[src/rtl/bufg_div_multi.sv]
// Multi-channel runtime-programmable clock divider (simulation model of a BUFG divider).
// Each channel divides I by D+1, reloads D only at period boundaries, and emits a strobe per rising edge.
module bufg_div_multi #(
  parameter int NUM_CH         = 2,
  parameter int DIV_W          = 4,
  parameter int DIV_RESET      = 1,
  parameter int CE_SYNC_STAGES = 2
) (
  input  logic                      I,
  input  logic                      CLR_N,
  input  logic [NUM_CH-1:0]         CE,
  input  logic [NUM_CH*DIV_W-1:0]   DIV,
  input  logic [NUM_CH-1:0]         DIV_WE,
  input  logic                      SYNC,
  output logic [NUM_CH-1:0]         O,
  output logic [NUM_CH-1:0]         STB,
  output logic [NUM_CH-1:0]         BUSY
);

  localparam int SD = (CE_SYNC_STAGES == 0) ? 1 : CE_SYNC_STAGES;
  localparam logic [DIV_W-1:0] D_RST = DIV_W'(DIV_RESET);
  localparam logic [DIV_W-1:0] ONE   = DIV_W'(1);

  logic [NUM_CH-1:0] ce_pipe_q [SD];
  logic [NUM_CH-1:0] ce_s;

  always_ff @(posedge I or negedge CLR_N) begin
    if (!CLR_N) begin
      for (int s = 0; s < SD; s++) ce_pipe_q[s] <= '0;
    end else begin
      ce_pipe_q[0] <= CE;
      for (int s = 1; s < SD; s++) ce_pipe_q[s] <= ce_pipe_q[s-1];
    end
  end

  // With zero stages the pipe still exists but is bypassed.
  assign ce_s = (CE_SYNC_STAGES == 0) ? CE : ce_pipe_q[SD-1];

  for (genvar k = 0; k < NUM_CH; k++) begin : g_ch
    logic [DIV_W-1:0] cnt_q, cnt_d;
    logic [DIV_W-1:0] d_act_q, d_act_d;
    logic [DIV_W-1:0] d_pend_q, d_pend_d;
    logic [DIV_W-1:0] field;
    logic [DIV_W-1:0] h;
    logic [DIV_W:0]   n;
    logic             o_q, o_d;
    logic             stb_q, stb_d;
    logic             en_q;
    logic             bypass;
    logic             run;

    assign field  = DIV[k*DIV_W +: DIV_W];
    assign n      = {1'b0, d_act_q} + {{DIV_W{1'b0}}, 1'b1};
    assign h      = n[DIV_W:1];
    assign bypass = (d_act_q == '0);

    always_comb begin
      run      = ce_s[k] | (cnt_q != '0);
      cnt_d    = cnt_q;
      d_act_d  = d_act_q;
      d_pend_d = d_pend_q;
      o_d      = o_q;
      stb_d    = stb_q;
      if (SYNC) begin
        cnt_d    = '0;
        o_d      = 1'b0;
        stb_d    = 1'b0;
        d_act_d  = DIV_WE[k] ? field : d_pend_q;
        d_pend_d = d_act_d;
      end else begin
        if (!run || (cnt_q == d_act_q)) cnt_d = '0;
        else                            cnt_d = cnt_q + ONE;
        // Reload uses the pending value from before this edge's write.
        if (cnt_d == '0) d_act_d = d_pend_q;
        if (DIV_WE[k]) d_pend_d = field;
        o_d   = !bypass && (cnt_d >= h);
        stb_d = !bypass && (cnt_d == h);
      end
    end

    always_ff @(posedge I or negedge CLR_N) begin
      if (!CLR_N) begin
        cnt_q    <= '0;
        d_act_q  <= D_RST;
        d_pend_q <= D_RST;
        o_q      <= 1'b0;
        stb_q    <= 1'b0;
      end else begin
        cnt_q    <= cnt_d;
        d_act_q  <= d_act_d;
        d_pend_q <= d_pend_d;
        o_q      <= o_d;
        stb_q    <= stb_d;
      end
    end

    // Gate changes only while I is low, so the pass-through clock never glitches.
    always_ff @(negedge I or negedge CLR_N) begin
      if (!CLR_N) en_q <= 1'b0;
      else        en_q <= bypass & ce_s[k];
    end

    assign O[k]    = bypass ? (I & en_q) : o_q;
    assign STB[k]  = bypass ? en_q : stb_q;
    assign BUSY[k] = (d_pend_q != d_act_q);
  end

endmodule

[config.mk]
export PLATFORM = sky130hd
export DESIGN_NAME = bufg_div_multi
export DESIGN_NICKNAME = d
export VERILOG_FILES = /design/src/rtl/bufg_div_multi.sv
export SDC_FILE = /design/constraint.sdc
export NUM_CORES = 1
export LEC_CHECK = 0
export ABC_AREA = 1
export CORE_MARGIN = 4
export CORE_UTILIZATION = 50
export DETAILED_ROUTE_END_ITERATION = 10
export PLACE_DENSITY = 0.68
export SLEW_MARGIN = 20
export SYNTH_ARGS = -nofsm -noshare
export SYNTH_HDL_FRONTEND = slang
export SYNTH_SLANG_ARGS = --single-unit
[constraint.sdc]
create_clock -name I -period 2.6 [get_ports I]
set_clock_uncertainty 0.2 [all_clocks]
set_input_delay 0.26 -clock I [delete_from_list [all_inputs] [get_ports I]]
set_output_delay 0.26 -clock I [all_outputs]
set_load 0.005 [all_outputs]
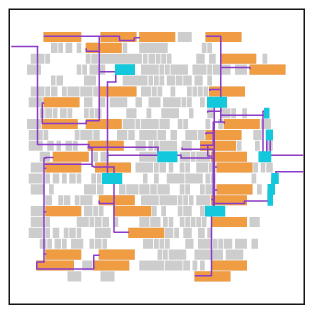
**Above:** clock wires, drivers and flops.
Drawn at 4 px/µm.
[clock drivers] cyan | count: 11
[flip-flops] orange | count: 34
[clock wires] purple | length: 511 µm
routed clock nets: 12
clk ins delay skew pair: 290 ps
Clk pwr share: 0.249
Clk. pwr: 521 µW

==> flow_summary.json <==
{
  "synth_nets": 292,
  "setup_violations": 4,
  "yosysMostFrequentCell": "nand2_1",
  "timing.final.ws_setup_ps": -140,
  "ys_top_cells_by_area": "dfrtp_1 33%, nand2_1 12%, ha_1 9.4%, dfstp_2 4.9%, inv_1 4.7%",
  "violations": "setup timing",
  "hp-class": "reg -> reg",
  "path_buffers": 1,
  "required_ps": 2140,
  "slew_headroom": 0.775,
  "io_pins": 21,
  "grt_antenna_before_repair": 0,
  "pre_cts_slack_ps": -226,
  "rows": 23,
  "layout.core_utilization": 0.636,
  "run_status": "finished, violations left",
  "core_area_mm2": 0.00406,
  "dp.final_hpwl_um": 3000,
  "cp_slowest_cell": "dfrtn_1",
  "synth_cells": 261,
  "cts_max_level": 2,
  "grt_max_degree": 30,
  "slew_viol_final": 0,
  "cts.clk_slew.worst_paths_ps": 80,
  "cts_tree": "built",
  "grt_pass1_vias": 1569,
  "max-cap-violations": 0,
  "routedWlPerCell_um": 11.4,
  "fp-utilization": 0.527,
  "setup.worst_path.end_class": "output port",
  "yosysSeqAreaShare": 0.400,
  "postRouteAntennaNets": 0,
  "firstDrtPassIters": 4,
  "cts_buffers": 5,
  "die_w_um": 73.4
}
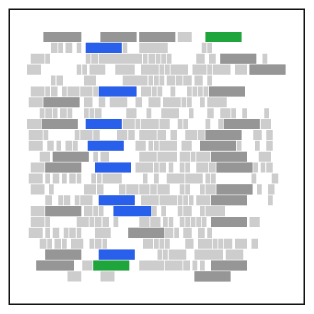
**Above:** sequential cells grouped by signal name.
Drawn at 4 px/µm. Other sequential cells in the stronger grey, the rest of the logic in the fainter grey.
| netlist name | colour | sequential cells |
|---|---|---|
| `g_ch.d_act_q` | blue | 8 |
| `ce_pipe_q` | green | 2 |
not coloured: 24

## final cells by class
| type | count | area (µm²) | area share |
|---|---|---|---|
| tap | 50 | 62.6 | 0.0243 |
| multi-input combinational | 182 | 1110 | 0.432 |
| clock buffer | 7 | 78.8 | 0.0306 |
| clock inverter | 5 | 50.0 | 0.0194 |
| sequential | 34 | 856 | 0.332 |
| inverter | 37 | 141 | 0.0548 |
| timing repair buffer | 32 | 275 | 0.107 |
## per-stage QoR
stage / TNS (ps) / power, mW / cell area (µm²) / std cells
floorplan: 0 / 1.34 / 2140 / 261
global placement: -683 / 1.61 / 2470 / 338
detailed placement: -707 / 1.62 / 2470 / 338
CTS: -377 / 2.10 / 2560 / 347
global route: -594 / 2.27 / 2580 / 347
finish: -372 / 2.09 / 2580 / 347
## worst reg2reg max path, cell delays in order (launching register included)
cell	delay, ps
dfstp_2	540
inv_2	40
ha_1	210
nand3_2	90
nor2_1	40
## layer usage
metal  wire length, µm  global-route usage
met3               178              0.0369
met2              1730               0.246
met1              1970               0.229
met5                 0                   0
met4                75              0.0765
## final timing paths
| check | slack (ps) | cells after the start | endpoint | from |
|---|---|---|---|---|
| max reg2reg | 50 | 4 | g_ch[1].en_q$_DFF_NN0_ | g_ch[1].d_act_q[0]$_DFFE_PN1P_ |
| min | 160 | 0 | ce_s[0]$_DFF_PN0_ | ce_pipe_q[2]$_DFF_PN0_ |
| min reg2reg | 160 | 0 | ce_s[0]$_DFF_PN0_ | ce_pipe_q[2]$_DFF_PN0_ |
| max in group asynchronous | 800 | 1 | g_ch[1].en_q$_DFF_NN0_ | CLR_N |
| max | -140 | 3 | O[1] | g_ch[1].en_q$_DFF_NN0_ |
| min in group asynchronous | 240 | 2 | g_ch[0].stb_q$_DFF_PN0_ | CLR_N |
## repair_timing
action	CTS	global route
gates resized	18	4
pin swaps	3	4
setup endpoints to repair	4	6
hold buffers	0	0
## sequential cells by signal, indices dropped and copies added, names as in the netlist
signal         cells
ce_pipe_q          2
g_ch.o_q           2
g_ch.stb_q         2
g_ch.d_pend_q      8
g_ch.en_q          2
g_ch.d_act_q       8
ce_s               2
g_ch.cnt_q         8
## cells by family (layout without fill, tap and decap cells)
family | after synthesis | in the layout | synth area share
simple gates | 126 | 126 | 0.289
xor+xnor | 14 | 14 | 0.0573
fa+ha+maj | 16 | 16 | 0.0936
compound gates | 26 | 26 | 0.0737
flops | 34 | 34 | 0.400
buf+inv | 45 | 81 | 0.0860
## report_power, final
group | switching (mW) | internal [mW] | total (mW)
logic | 0.501 | 0.384 | 0.885
clock network | 0.223 | 0.298 | 0.521
registers | 0.0589 | 0.629 | 0.688
total | 0.784 | 1.31 | 2.09
## placed cells by master, fill, tap and decap left out, drive strengths merged, types with 3 or more instances in the layout
cell,count
o211ai,3
inv,39
buf,18
clkdlybuf4s50,16
nor2,17
xnor2,10
xor2,4
dfstp,4
dfrtp,28
nand4,7
nand3,24
clkbuf,5
nand2,74
o21ai,18
ha,16
Power is estimated from default activity; no workload was simulated.
